### src/rtl/gs_pkg.sv
// gs_pkg: shared types for the Gaussian-splatting tile scheduler.
// Record layout, record width and scheduler state encoding.
package gs_pkg;

  localparam int GS_INPUT_W = 32;
  localparam int GS_REC_W   = 7 * GS_INPUT_W;

  typedef struct packed {
    logic [GS_INPUT_W-1:0] a;
    logic [GS_INPUT_W-1:0] b;
    logic [GS_INPUT_W-1:0] c;
    logic [GS_INPUT_W-1:0] mu_x;
    logic [GS_INPUT_W-1:0] mu_y;
    logic [GS_INPUT_W-1:0] color;
    logic [GS_INPUT_W-1:0] opacity;
  } gs_rec_t;

  typedef enum logic [1:0] {
    IDLE     = 2'd0,
    RUN      = 2'd1,
    WAIT_OUT = 2'd2,
    DONE     = 2'd3
  } sched_state_e;

endpackage

### src/rtl/gs_rec_fifo.sv
// gs_rec_fifo: synchronous first-word-fall-through record FIFO.
// A push is visible at data_o one cycle later (registered write).
module gs_rec_fifo #(
  parameter int WIDTH = 224,
  parameter int DEPTH = 4
) (
  input  logic                     clk,
  input  logic                     rst_n,
  input  logic                     push_i,
  input  logic [WIDTH-1:0]         data_i,
  input  logic                     pop_i,
  output logic [WIDTH-1:0]         data_o,
  output logic                     full_o,
  output logic                     empty_o,
  output logic [$clog2(DEPTH):0]   count_o
);

  localparam int AW = $clog2(DEPTH);

  logic [WIDTH-1:0] mem_q [DEPTH];
  logic [AW-1:0]    wr_ptr_q;
  logic [AW-1:0]    rd_ptr_q;
  logic [AW:0]      count_q;
  logic             do_push;
  logic             do_pop;

  assign empty_o = (count_q == '0);
  assign full_o  = (count_q == (AW+1)'(DEPTH));
  assign count_o = count_q;
  assign data_o  = mem_q[rd_ptr_q];
  assign do_push = push_i && !full_o;
  assign do_pop  = pop_i && !empty_o;

  // Storage array: written on push, never reset (contents qualified by count).
  always_ff @(posedge clk) begin
    if (do_push) mem_q[wr_ptr_q] <= data_i;
  end

  // Pointers and occupancy.
  always_ff @(posedge clk) begin
    if (!rst_n) begin
      wr_ptr_q <= '0;
      rd_ptr_q <= '0;
      count_q  <= '0;
    end else begin
      if (do_push) wr_ptr_q <= wr_ptr_q + 1'b1;
      if (do_pop)  rd_ptr_q <= rd_ptr_q + 1'b1;
      case ({do_push, do_pop})
        2'b10:   count_q <= count_q + 1'b1;
        2'b01:   count_q <= count_q - 1'b1;
        default: count_q <= count_q;
      endcase
    end
  end

endmodule

### src/rtl/gs_tile_scheduler.sv
// gs_tile_scheduler: feeds gaussian_splatting_engine one tile at a time.
// Fetches the tile's records into a credit-controlled prefetch FIFO and
// streams them to the engine, then hands the finished tile to the consumer.
// Optional build macro GS_SCHED_PERF_EN adds perf_tiles / perf_stall_cycles.
//
//  state    | meaning
//  IDLE     | waiting for a tile descriptor (tile_ready=1)
//  RUN      | fetching records and streaming them to the engine
//  WAIT_OUT | all records sent; waiting for engine output + consumer
//  DONE     | empty tile reported (tile_done & tile_empty) until done_ready
module gs_tile_scheduler
  import gs_pkg::*;
#(
  parameter int INPUT_WIDTH = GS_INPUT_W,
  parameter int ADDR_WIDTH  = 16,
  parameter int CNT_WIDTH   = 12,
  parameter int FIFO_DEPTH  = 4
) (
  input  logic                     clk,
  input  logic                     rst_n,
  input  logic                     tile_valid,
  output logic                     tile_ready,
  input  logic [INPUT_WIDTH-1:0]   tile_x,
  input  logic [INPUT_WIDTH-1:0]   tile_y,
  input  logic [ADDR_WIDTH-1:0]    tile_base,
  input  logic [CNT_WIDTH-1:0]     tile_count,
  output logic                     mem_req_valid,
  input  logic                     mem_req_ready,
  output logic [ADDR_WIDTH-1:0]    mem_req_addr,
  input  logic                     mem_rsp_valid,
  input  logic [7*INPUT_WIDTH-1:0] mem_rsp_data,
  output logic                     eng_in_valid,
  input  logic                     eng_in_ready,
  output logic                     eng_end_of_tile,
  output logic [7*INPUT_WIDTH-1:0] eng_rec,
  output logic [INPUT_WIDTH-1:0]   eng_x,
  output logic [INPUT_WIDTH-1:0]   eng_y,
  input  logic                     eng_out_valid,
  output logic                     eng_out_ready,
  output logic                     tile_done,
  input  logic                     done_ready,
  output logic                     tile_empty
`ifdef GS_SCHED_PERF_EN
  ,
  output logic [31:0]              perf_tiles,
  output logic [31:0]              perf_stall_cycles
`endif
);

  localparam int REC_W = 7 * INPUT_WIDTH;
  localparam int CRW   = $clog2(FIFO_DEPTH) + 1;

  sched_state_e            state_q, state_d;
  logic [ADDR_WIDTH-1:0]   base_q, base_d;
  logic [CNT_WIDTH-1:0]    count_q, count_d;
  logic [INPUT_WIDTH-1:0]  x_q, x_d, y_q, y_d;
  logic [CNT_WIDTH:0]      issued_q, issued_d, sent_q, sent_d;
  logic [CRW-1:0]          credits_q, credits_d;

  logic                    tile_hs, req_hs, eng_hs, last_rec;
  logic                    fifo_full, fifo_empty;
  logic [CRW-1:0]          fifo_count;
  logic [REC_W-1:0]        fifo_head;

  assign tile_hs  = tile_valid && tile_ready;
  assign req_hs   = mem_req_valid && mem_req_ready;
  assign eng_hs   = eng_in_valid && eng_in_ready;
  assign last_rec = ((sent_q + 1'b1) == {1'b0, count_q});

  gs_rec_fifo #(.WIDTH(REC_W), .DEPTH(FIFO_DEPTH)) u_fifo (
    .clk     (clk),
    .rst_n   (rst_n),
    .push_i  (mem_rsp_valid),
    .data_i  (mem_rsp_data),
    .pop_i   (eng_hs),
    .data_o  (fifo_head),
    .full_o  (fifo_full),
    .empty_o (fifo_empty),
    .count_o (fifo_count)
  );

  // State register.
  always_ff @(posedge clk) begin
    if (!rst_n) state_q <= IDLE;
    else        state_q <= state_d;
  end

  // Next-state logic.
  always_comb begin
    state_d = state_q;
    case (state_q)
      IDLE:     if (tile_valid) state_d = (tile_count == '0) ? DONE : RUN;
      RUN:      if (eng_hs && last_rec) state_d = WAIT_OUT;
      WAIT_OUT: if (eng_out_valid && done_ready) state_d = IDLE;
      DONE:     if (done_ready) state_d = IDLE;
      default:  state_d = IDLE;
    endcase
  end

  // Output decode. tile_done is a valid held until done_ready; in WAIT_OUT it
  // follows the engine's out_valid so it coincides with the engine handshake.
  always_comb begin
    tile_ready    = 1'b0;
    mem_req_valid = 1'b0;
    eng_in_valid  = 1'b0;
    eng_out_ready = 1'b0;
    tile_done     = 1'b0;
    tile_empty    = 1'b0;
    case (state_q)
      IDLE: tile_ready = 1'b1;
      RUN: begin
        mem_req_valid = ({1'b0, count_q} > issued_q) && (credits_q != '0);
        eng_in_valid  = !fifo_empty;
      end
      WAIT_OUT: begin
        eng_out_ready = done_ready;
        tile_done     = eng_out_valid;
      end
      DONE: begin
        tile_done  = 1'b1;
        tile_empty = 1'b1;
      end
      default: ;
    endcase
  end

  assign eng_end_of_tile = eng_in_valid && last_rec;
  assign eng_rec         = eng_in_valid ? fifo_head : '0;
  assign mem_req_addr    = mem_req_valid ? (base_q + ADDR_WIDTH'(issued_q)) : '0;
  assign eng_x           = x_q;
  assign eng_y           = y_q;

  // Descriptor capture, issue/send counters and credit bookkeeping.
  always_comb begin
    base_d    = base_q;
    count_d   = count_q;
    x_d       = x_q;
    y_d       = y_q;
    issued_d  = issued_q;
    sent_d    = sent_q;
    credits_d = credits_q;
    if (tile_hs) begin
      base_d   = tile_base;
      count_d  = tile_count;
      x_d      = tile_x;
      y_d      = tile_y;
      issued_d = '0;
      sent_d   = '0;
    end else begin
      if (req_hs) issued_d = issued_q + 1'b1;
      if (eng_hs) sent_d   = sent_q + 1'b1;
    end
    if (req_hs && !eng_hs)      credits_d = credits_q - 1'b1;
    else if (!req_hs && eng_hs) credits_d = credits_q + 1'b1;
  end

  // Datapath registers.
  always_ff @(posedge clk) begin
    if (!rst_n) begin
      base_q    <= '0;
      count_q   <= '0;
      x_q       <= '0;
      y_q       <= '0;
      issued_q  <= '0;
      sent_q    <= '0;
      credits_q <= CRW'(FIFO_DEPTH);
    end else begin
      base_q    <= base_d;
      count_q   <= count_d;
      x_q       <= x_d;
      y_q       <= y_d;
      issued_q  <= issued_d;
      sent_q    <= sent_d;
      credits_q <= credits_d;
    end
  end

  // Credits bound outstanding requests to the FIFO depth, so a response can never find it full.
  a_no_overflow: assert property (@(posedge clk) disable iff (!rst_n) mem_rsp_valid |-> !fifo_full);
  a_count_range: assert property (@(posedge clk) disable iff (!rst_n) fifo_count <= CRW'(FIFO_DEPTH));

`ifdef GS_SCHED_PERF_EN
  logic [31:0] perf_tiles_q, perf_stall_q;

  // Saturating tile and stall counters, cleared only by reset.
  always_ff @(posedge clk) begin
    if (!rst_n) begin
      perf_tiles_q <= '0;
      perf_stall_q <= '0;
    end else begin
      if (tile_done && done_ready && (perf_tiles_q != '1)) perf_tiles_q <= perf_tiles_q + 1'b1;
      if ((state_q == RUN) && fifo_empty && (perf_stall_q != '1)) perf_stall_q <= perf_stall_q + 1'b1;
    end
  end

  assign perf_tiles        = perf_tiles_q;
  assign perf_stall_cycles = perf_stall_q;
`endif

endmodule

### config.mk
export PLATFORM = sky130hd
export DESIGN_NAME = gs_tile_scheduler
export DESIGN_NICKNAME = d
export VERILOG_FILES = /design/src/rtl/gs_pkg.sv /design/src/rtl/gs_rec_fifo.sv /design/src/rtl/gs_tile_scheduler.sv
export SDC_FILE = /design/constraint.sdc
export NUM_CORES = 1
export LEC_CHECK = 0
export ABC_CLOCK_PERIOD_IN_PS = 21900
export CAP_MARGIN = 30
export CORE_ASPECT_RATIO = 1.5
export CORE_MARGIN = 4
export CORE_UTILIZATION = 52
export CTS_CLUSTER_SIZE = 30
export DETAILED_ROUTE_END_ITERATION = 8
export PLACE_DENSITY = 0.77
export SYNTH_ARGS = -nofsm -noshare
export SYNTH_HDL_FRONTEND = slang
export SYNTH_SLANG_ARGS = --single-unit
### constraint.sdc
create_clock -name clk -period 21.9 [get_ports clk]
set_clock_uncertainty 0.15 [all_clocks]
set_input_delay 6.57 -clock clk [delete_from_list [all_inputs] [get_ports clk]]
set_output_delay 6.57 -clock clk [all_outputs]
set_load 0.01 [all_outputs]
==> images/registers.png <==
Scale bar: 50 um. Other sequential cells in the stronger gray, the rest of the logic in the fainter gray.
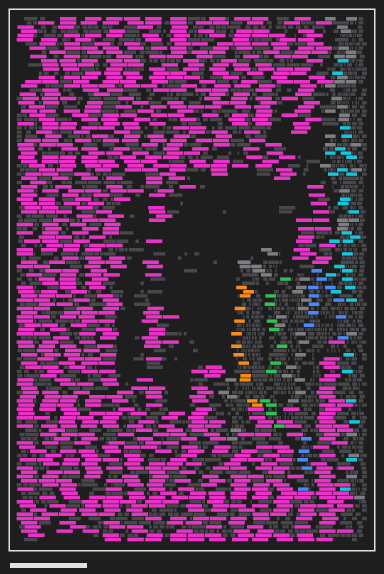
legend:
  orange:
    signal: sent_q
    placed_flops: 13
  green:
    signal: count_q
    placed_flops: 12
  magenta:
    signal: u_fifo.mem_q
    placed_flops: 896
    where: widely spread
  cyan:
    signal: eng_y
    placed_flops: 32
  blue:
    signal: base_q
    placed_flops: 16
    where: middle right

==> images/clock_map.png <==
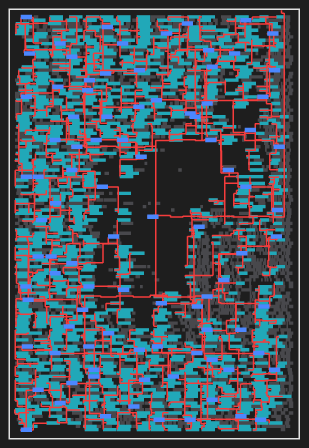
legend:
  cyan:
    item: flip-flops
    count: 1028
  blue:
    item: cells driving clock nets
    count: 93
  red:
    item: clock wires
    length: 11000 um
flops lie: widely spread
power drawn by the clock network: 1.74 mW
Worst-Skew Late Latency: 0.64 ns
fraction of power consumed by the clock network: 38.7%

==> reports/README.md <==
| Item | Reported |
|:---|:---|
| GRT Total Usage | 23.8% |
| Synth Seq Share | 73.0% |
| Largest net degree at the start of global routing | 158 |
| DRT Pass-1 Iters | 5 |
| Final weighted congestion in routability-driven placement | 0.879 |
| Residual DRC count | 0 |
| Minimum clock period | 14.55 ns |
| Vias per inst | 5.83 |
| Critical Path End Type | output port |
| Number of max-capacitance violations reported | 0 |
| Number of buffers between clock root and the deepest sink | 3 |
| Buffers on Ports | 634 |
| Global-route wire length before repair | 151000 um |
| Clock tree sinks | 1028 |
| Inst Count DP | 3822 |
| Highest fanout seen on the critical path | 3 |
| Number of gates given a new drive strength after cts | 0 |
| Horizontal die dimension | 236 um |
| Cts bufs inserted | 93 |
| Detail Placement HPWL | 63900 um |
| Number of failing hold endpoints at the final stage | 0 |
| Fraction of layout cells with a size suffix above 1 | 14.2% |
| Mean cell area of the mapped netlist | 17.7 um^2 |
| Leakage power figure | 17.3 nW |
| Area added between synthesis and finish | 26.7% |
| Initial antenna violation count | 19 |
| PwrDens | 87.5 nW/um^2 |
| Maximum level of the CTS H-tree | 3 |
| Count of distinct cell types in the synthesized netlist | 59 |
| Clk Tree Root Cell | clkbuf_16 |
| Result of the run | finished clean |
| Via count of the first global-routing pass | 24400 |
| Remaining antenna violation count after routing | 0 |
| Post-Synthesis Cells | 2282 |
| Setup bufs post-CTS | 0 |
| Total number of warnings across the stage logs | 36 |
| CTS tree | built |
| Floorplan core area | 77300 um^2 |
| Registers, synthesis | 1028 |
| Achievable clock frequency | 68.7 MHz |
| Ys async rst share | 0% |
| Floorplan utilization | 52.4% |
| Die Size | 82500 um^2 |
| Predominant post-synthesis flop cell | edfxtp_1 |
| Total of endpoints with negative setup slack in the final report | 0 |
| Max rail drop VDD | 0.0942 mV |
| Worst hold slack | 0.318 ns |
| Nets | 3262 |
| Netlist area before placement | 40500 um^2 |
| Final sum of negative setup slack | 0 ns |
| Worst-margin pin slew | 1.19 ns |
| Number of standard cells reported by yosys | 2282 |
| Remaining global-route overflow | 0 |
| Crit path kind | primary input to output port |
| Synthesis Warnings | 0 |
| Register-to-register setup slack | 17.40 ns |
| Slew Limit Fails | 0 |
| Net count of the mapped netlist | 2642 |
| Final cell count without fillers | 4015 |
| I/O pin total | 635 |
| Number of buffers added to fix hold violations after cts | 0 |
| Chip Area, Yosys | 40500 um^2 |
| Worst Path Arrival | 7.83 ns |
| Clock-pin slew on the worst setup and hold paths | 0.06 ns |
| Remaining max-slew budget at the tightest pin | 20.7% |
| Required time of the critical path | 15.18 ns |
==> images/wire_density.png <==
The die is cut into 24 by 35 equal tiles; dark blue is low, red is high, scaled to the fullest tile. Values are wire area over tile area, all layers added.
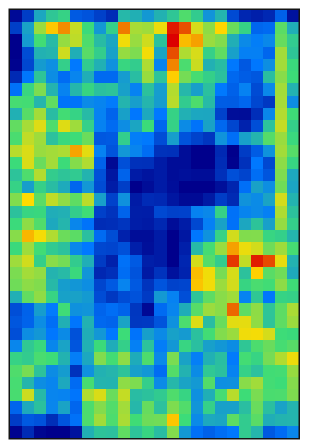
mean over tiles: 0.21
emptiest ninth of the die: center
nearly empty tiles: 2.9%
tiles over half the peak: 30%
fullest tile: 0.54
vias post-DR: 23400
DR WL/cell: 25.0 um
drt total wl: 100000 um

==> images/final_placement.png <==
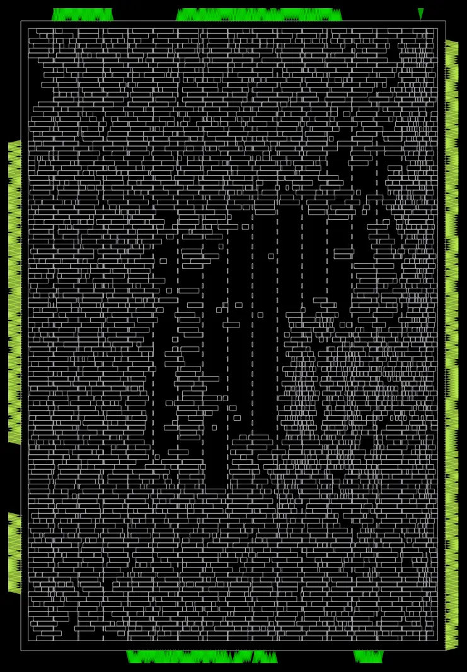
tally of filler cells in the layout: 5095
sequential cell count: 1028
standard-cell row count: 125

## cells by family (layout without fill, tap and decap cells)
logic type	after synthesis	after routing	synth area share (%)
AND-OR/OR-AND	191	191	3.24
buffers and inverters	183	882	1.82
XOR/XNOR	40	40	0.865
AND/OR/NAND/NOR	578	578	7.41
other	0	18	0
flip-flops	1028	1028	73.0
multiplexers	226	226	12.5
adder cells (fa/ha/maj)	36	36	1.17
## path summary, 6_finish.rpt
| path | to | start | cells after the start |
|---|---|---|---|
| max | eng_out_ready | done_ready | 4 |
| min | eng_y[4] | eng_y[4] | 2 |
| max reg2reg | u_fifo.count_o[2] | state_q[0] | 10 |
| min reg2reg | eng_y[4] | eng_y[4] | 2 |
## layout make-up
type	instances	area, um^2
Antenna cell	18	45.0
Inverter	40	150
Tap cell	1016	1270
Clock buffer	113	2440
Multi-Input combinational cell	1071	10200
Sequential cell	1028	29600
Clock inverter	61	870
Fill cell	5095	26000
Timing Repair Buffer	668	6740
## sequential cells by signal, summed over array words and instances, names as in the netlist, named ones only
| name | count |
|---|---|
| u_fifo.mem_q | 896 |
| state_q | 2 |
| base_q | 16 |
| sent_q | 13 |
| count_q | 12 |
| issued_q | 13 |
| u_fifo.wr_ptr_q | 2 |
| eng_x | 32 |
| u_fifo.count_o | 3 |
| u_fifo.rd_ptr_q | 2 |
| eng_y | 32 |
| credits_q | 3 |
## layer usage
metal,share of wire (%),GRT usage [%],up-vias,routed length [um]
li1,-,-,10200,-
met1,36,28.8,11900,36400
met2,50,39.8,1041,50600
met3,9.0,7.54,209,9050
met4,4.4,10.3,8,4400
met5,0.055,0,-,55
## critical path, stage by stage
cell	delay, ns
clkdlybuf4s50_1	0.52
nand2_1	0.10
nor2_1	0.11
clkdlybuf4s50_1	0.54
## placed cells by master, fill, tap and decap left out, types with 33 or more instances in the layout
cell type / Yosys / routed
a21boi_0: 94 / 94
and3_1: 229 / 229
clkbuf_16: 0 / 94
clkdlybuf4s50_1: 0 / 633
dfxtp_1: 132 / 130
edfxtp_1: 896 / 896
ha_1: 33 / 33
inv_1: 38 / 38
mux4_2: 224 / 224
nand2_1: 219 / 218
nor2_1: 35 / 35
## cell usage after synthesis, types with 14 or more instances
cell type	instances	area share, %
xor2_1	17	0.37
and2_1	17	0.26
mux4_2	224	12
a21oi_1	28	0.35
o21ai_0	28	0.35
xnor2_1	23	0.50
inv_1	38	0.35
buf_2	27	0.33
clkbuf_1	109	1.0
ha_1	33	1.0
nand4_1	14	0.22
edfxtp_1	896	66
a21boi_0	94	1.7
dfxtp_1	132	6.5
and3_1	229	3.5
nor2_1	35	0.32
nand2_1	219	2.0
## where the power goes
part	total [mW]	switching (mW)	internal, mW
Clock	1.74	0.711	1.03
Sequential	2.27	0.0310	2.24
Combinational	0.477	0.254	0.223
Total	4.49	0.996	3.49
## through the flow
step           util (%)  worst slack, ns  cell area [um^2]  power, mW
2_1_floorplan         -             8.41             40500       2.56
6_report           66.4             7.35             51300       4.49
3_5_place_dp       62.0             7.35             47900       2.79
4_1_cts            66.3             7.35             51200       4.53
3_3_place_gp       61.8             7.23             47800       2.77
5_1_grt            66.4             7.34             51300       4.65
Power figures rest on the tool's default switching activity, not on a simulated workload.
